<file path="config.mk">
export PLATFORM = sky130hd
export DESIGN_NAME = wb_sram_arbiter
export DESIGN_NICKNAME = d
export VERILOG_FILES = /design/src/rtl/soc_wb_pkg.sv /design/src/rtl/rr_arbiter_2.sv /design/src/rtl/wb_sram_arbiter.sv
export SDC_FILE = /design/constraint.sdc
export NUM_CORES = 1
export LEC_CHECK = 0
export ABC_CLOCK_PERIOD_IN_PS = 1100
export CAP_MARGIN = 40
export CORE_AREA = 2 2 100 102
export DETAILED_ROUTE_END_ITERATION = 6
export DIE_AREA = 0 0 102 104
export PLACE_DENSITY = 0.64
export SYNTH_ARGS = -nofsm -noshare
export SYNTH_HDL_FRONTEND = slang
export SYNTH_SLANG_ARGS = --single-unit
</file>
<file path="constraint.sdc">
create_clock -name clk_i -period 1.1 [get_ports clk_i]
set_input_delay 0.22 -clock clk_i [delete_from_list [all_inputs] [get_ports clk_i]]
set_output_delay 0.22 -clock clk_i [all_outputs]
set_load 0.01 [all_outputs]
</file>
<file path="src/rtl/soc_wb_pkg.sv">
// Shared Wishbone arbiter types and constants for the on-chip SRAM path.
package soc_wb_pkg;

   typedef enum logic {ARB_IDLE, ARB_BUSY} arb_state_t;

   // Address is excluded because its width depends on the SRAM size.
   typedef struct packed {
      logic        cyc;
      logic        stb;
      logic        we;
      logic [3:0]  sel;
      logic [31:0] dat;
   } wb_req_t;

   localparam int unsigned WB_ARB_TIMEOUT_DEFAULT = 255;

   function automatic int unsigned cnt_width(input int unsigned t);
      int unsigned w;
      w = $clog2(t + 1);
      return (w < 8) ? 8 : w;
   endfunction

endpackage

</file>
<file path="src/rtl/rr_arbiter_2.sv">
// Two-way round-robin grant selection; a tie goes to the master that was not served last.
module rr_arbiter_2 (
   input  logic req0,
   input  logic req1,
   input  logic last_grant,
   output logic any_req,
   output logic next_grant
);

   always_comb begin
      any_req    = req0 | req1;
      next_grant = 1'b0;
      if (req0 && req1)
         next_grant = ~last_grant;
      else if (req1)
         next_grant = 1'b1;
   end

endmodule

</file>
<file path="src/rtl/wb_sram_arbiter.sv">
// Two-master Wishbone classic arbiter in front of one SRAM wrapper slave.
// Optional bus-hang timeout enabled by defining WB_ARB_TIMEOUT_EN.
module wb_sram_arbiter
   import soc_wb_pkg::*;
#(
   parameter int unsigned ADDR_HI        = 14,
   parameter int unsigned TIMEOUT_CYCLES = WB_ARB_TIMEOUT_DEFAULT
) (
   input  logic              clk_i,
   input  logic              rst_i,
   input  logic              m0_cyc_i,
   input  logic              m0_stb_i,
   input  logic              m0_we_i,
   input  logic [ADDR_HI:2]  m0_adr_i,
   input  logic [3:0]        m0_sel_i,
   input  logic [31:0]       m0_dat_i,
   output logic [31:0]       m0_dat_o,
   output logic              m0_ack_o,
   output logic              m0_err_o,
   input  logic              m1_cyc_i,
   input  logic              m1_stb_i,
   input  logic              m1_we_i,
   input  logic [ADDR_HI:2]  m1_adr_i,
   input  logic [3:0]        m1_sel_i,
   input  logic [31:0]       m1_dat_i,
   output logic [31:0]       m1_dat_o,
   output logic              m1_ack_o,
   output logic              m1_err_o,
   output logic              s_cyc_o,
   output logic              s_stb_o,
   output logic              s_we_o,
   output logic [ADDR_HI:2]  s_adr_o,
   output logic [3:0]        s_sel_o,
   output logic [31:0]       s_dat_o,
   input  logic [31:0]       s_dat_i,
   input  logic              s_ack_i
);

   if (TIMEOUT_CYCLES < 1) begin : g_bad_timeout
      $error("TIMEOUT_CYCLES must be at least 1");
   end

   arb_state_t        state;
   logic              grant;
   logic              last_grant;
   logic              busy;
   logic              req0, req1;
   logic              any_req, next_grant;
   logic              ack_fwd, tmo_hit;
   wb_req_t           m0_req, m1_req, sel_req;
   logic [ADDR_HI:2]  sel_adr;

   assign m0_req = '{m0_cyc_i, m0_stb_i, m0_we_i, m0_sel_i, m0_dat_i};
   assign m1_req = '{m1_cyc_i, m1_stb_i, m1_we_i, m1_sel_i, m1_dat_i};
   assign req0   = m0_cyc_i & m0_stb_i;
   assign req1   = m1_cyc_i & m1_stb_i;
   assign busy   = (state == ARB_BUSY);

   rr_arbiter_2 u_rr (
      .req0       (req0),
      .req1       (req1),
      .last_grant (last_grant),
      .any_req    (any_req),
      .next_grant (next_grant)
   );

   always_comb begin
      sel_req = grant ? m1_req : m0_req;
      sel_adr = grant ? m1_adr_i : m0_adr_i;
   end

   // Slave port mirrors the granted master only while BUSY; forced low in IDLE.
   always_comb begin
      s_cyc_o = 1'b0;
      s_stb_o = 1'b0;
      s_we_o  = 1'b0;
      s_adr_o = '0;
      s_sel_o = '0;
      s_dat_o = '0;
      if (busy) begin
         s_cyc_o = sel_req.cyc;
         s_stb_o = sel_req.stb;
         s_we_o  = sel_req.we;
         s_adr_o = sel_adr;
         s_sel_o = sel_req.sel;
         s_dat_o = sel_req.dat;
      end
   end

   // An ack after the granted master has dropped cyc belongs to an aborted cycle.
   assign ack_fwd = busy & sel_req.cyc & s_ack_i;

`ifdef WB_ARB_TIMEOUT_EN
   localparam int unsigned CW = cnt_width(TIMEOUT_CYCLES);
   logic [CW-1:0] tmo_cnt;

   assign tmo_hit = busy & sel_req.cyc & ~s_ack_i &
                    (tmo_cnt == CW'(TIMEOUT_CYCLES - 1));

   always_ff @(posedge clk_i or posedge rst_i) begin
      if (rst_i)
         tmo_cnt <= '0;
      else if (!busy)
         tmo_cnt <= '0;
      else if (!s_ack_i)
         tmo_cnt <= tmo_cnt + CW'(1);
   end
`else
   assign tmo_hit = 1'b0;
`endif

   assign m0_ack_o = ack_fwd & ~grant;
   assign m1_ack_o = ack_fwd &  grant;
   assign m0_err_o = tmo_hit & ~grant;
   assign m1_err_o = tmo_hit &  grant;
   assign m0_dat_o = rst_i ? '0 : s_dat_i;
   assign m1_dat_o = rst_i ? '0 : s_dat_i;

   always_ff @(posedge clk_i or posedge rst_i) begin
      if (rst_i) begin
         state      <= ARB_IDLE;
         grant      <= 1'b0;
         last_grant <= 1'b1;
      end else begin
         case (state)
            ARB_IDLE: begin
               if (any_req) begin
                  grant      <= next_grant;
                  last_grant <= next_grant;
                  state      <= ARB_BUSY;
               end
            end
            ARB_BUSY: begin
               if (s_ack_i || !sel_req.cyc || tmo_hit)
                  state <= ARB_IDLE;
            end
            default: state <= ARB_IDLE;
         endcase
      end
   end

endmodule

</file>
Nets reached from selected ports:
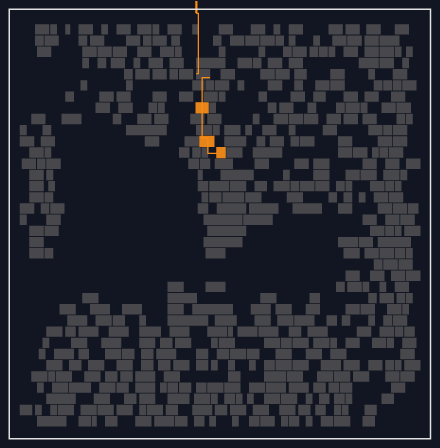
s_ack_i: marked orange, bits 1, direction input, end cells 3, buffers 1, wire 39.9 µm.

M2 wires:
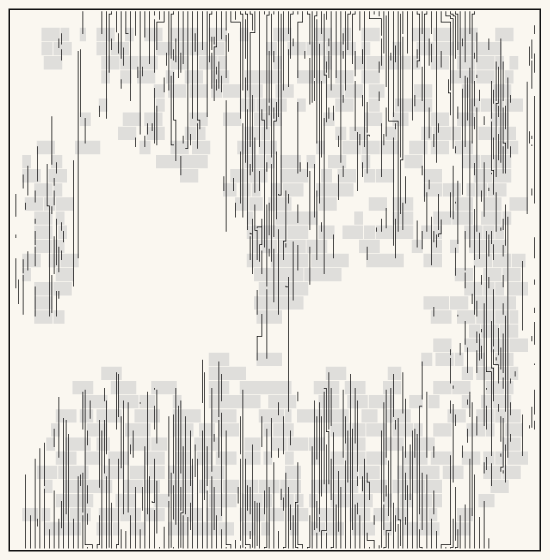
537 nets have wire on it. The layer holds 57% of the routed length. The layer carries 5,410 µm of wire. The longest straight run is 46.2 µm. The wires run mostly vertical.

M3 wires:
Bar = 20 µm.
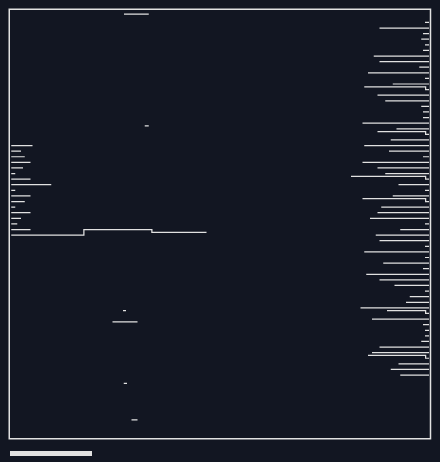
The layer carries 638 µm of wire. The wires run mostly horizontal.

Placed cells, one color a class:
Fill, decap, tap and diode cells in gray.
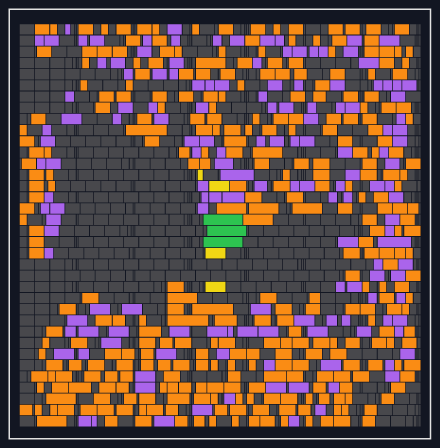
clock drivers and dummy loads: marked yellow, cells 4. flip-flops: marked green, cells 3. all other logic: marked purple, cells 149. other buffers and delay cells: marked orange, cells 316.

Cell outlines without signal wires:
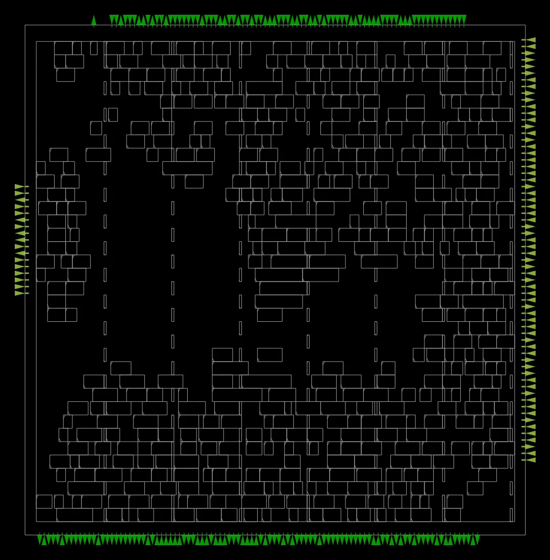
sequential share of cell area: 0.0170
Core Footprint: 0.00955 mm²
number of standard-cell rows in the floorplan: 36
Taps Inserted: 133

==> run summary <==
Here are the numbers from the latest Yosys + OpenROAD run.

The data required time at the worst endpoint came out at around 0.88 ns. The synthesis-stage register bit count is 3. STA classifies the critical path endpoint as an output port.

In the power breakdown, the biggest contributor is combinational logic. Traced cell by cell, the critical path runs through buf_12 -> buf_6 -> buf_6 -> mux2i_1 -> nor2b_1 -> buf_2. The number of endpoints failing setup at the final stage came out at 86. After global routing the overflow that remains totals 0. The number of multi-input combinational cells came out at between 100 and 150. The placed cell count came out at 551. The count of pins over their slew limit is 0. The post-synthesis chip area from yosys is 0.00163 mm². The power share of the clock group is 0.084. In this run the most used layer during global routing was met2. The routed wirelength on the met1 layer is recorded as 3300 µm. The net count of the finished layout is 612. The setup path with the least slack is of type flop to output port. The count of tool warnings came out at 29. At the placement stage, the worst setup path has a slack of -0.741 ns. The power dissipated by switching net loads came out at 0.00139 W. The wire length of the first global-routing pass is between 10,000 and 15,000 µm.

The number of I/O pins came out at 259. The final standard cell count with taps included and fillers excluded came out at just over 600. The horizontal die dimension came out at 102 µm. The area of the multi-input gates is about 0.0014 mm². The global-route track usage on met2 is 0.320. The count of library flops with an enable pin came out at 0. The main area contributors are sky130_fd_sc_hd__mux2i_1 (32%), sky130_fd_sc_hd__nor2b_1 (29%), sky130_fd_sc_hd__buf_4 (16%), sky130_fd_sc_hd__buf_12 (6.1%), sky130_fd_sc_hd__and2b_1 (4.1%). The number of filler instances in the final layout is around 940.

The share of total power consumed by net switching is 0.363. Counting both buffers and inverters, the worst setup path holds a total of 4. Setup slack on the critical path of the routed design comes to -0.547 ns.

Of the cells placed in the final design, the portion with a size suffix greater than 1 is 0.460. The combinational logic power is 0.00331 W. The TritonCTS clock tree is yes. The class of the worst hold path is primary input to async pin. For the worst-skew pair, the clock arrives at the later sink with an insertion delay of 0.22 ns. Setup repair after global routing could not meet its margin everywhere.

The number of vias after detailed routing came out at around 2,300. The total half-perimeter wirelength after legalization and detailed placement came out at 6700 µm. Of the post-synthesis cell area, the part taken by muxes is 0.326. The most common cell in the synthesized netlist is sky130_fd_sc_hd__nor2b_1.

The clock-pin slew on the worst setup and hold paths is approximately 0.03 ns. The count of input and output buffers came out at 256. The period utilization is 1.50. The setup check on the worst reg-to-reg path leaves a slack of -0.11 ns. The share of the core filled with cells came out at 0.486. The number of buffers added to fix hold violations after cts came out at 0. The number of antenna violations at the first check in global routing is 0. The post-detailed-placement cell area came out at slightly above 0.004 mm².

Based on the critical path, the design can be clocked at up to 0.607 GHz. The final hold violation count recorded for this run is 0. The first detailed-routing pass ran for 6 iterations. The power density normalized to cell area is 825 mW/mm².

For the final database, setup skew stands at about 0.0018 ns. The die area came out at 0.0106 mm². Before any placement, the netlist area is recorded as 0.00163 mm².

The sequential cell area fraction in the yosys report came out at 0.0469. The number of global-route vias before repair is 2,380. Per the final report, the share of cell area in clock cells is 0.00971. Clock tree synthesis selected as its root buffer the cell sky130_fd_sc_hd__clkbuf_8. Per the Yosys statistics, synthesis produced 200 cells. The count of routing violations after the opening detailed-route iteration came out at 60. The flow ran to the end, but the final reports show violations. For this run, global-route usage on met3 was measured as 0.0309. The xor and xnor area share after synthesis came out at 0. Per the synthesis report, the dominant area consumer among library cells is sky130_fd_sc_hd__mux2i_1.

The detailed-route vias per instance is 3.88. Once detail routing completed, the nets flagged for antenna violations numbered 0. The inverter count of the layout excluding clock inverters came out at 1. The final reports fail on negative setup slack. For the completed layout, the total cell area is recorded as approximately 0.0046 mm². The chip height is 104 µm. The largest net degree at the start of global routing is 28. The routed wire length on met2 is 5410 µm.

The layout report lists the non-clock buffer share of cell area as 0.641. In the synthesized netlist the async set-or-reset flop fraction comes to 1.00. The proportion of netlist area held by the largest area contributor is 0.320. Yosys mapped the design onto 21 distinct sky130hd cell types. The prevailing post-synth register cell is sky130_fd_sc_hd__dfrtp_1.

The shortest clock period the worst path allows after layout came out at ~1.6 ns. The adder-cell share of the synthesized area came out at 0. The sequential logic power is 0.000195 W. The core utilization at floorplan is 0.171. The logic share of the area came out at 0.295.
Power and IR drop assume default switching activity.
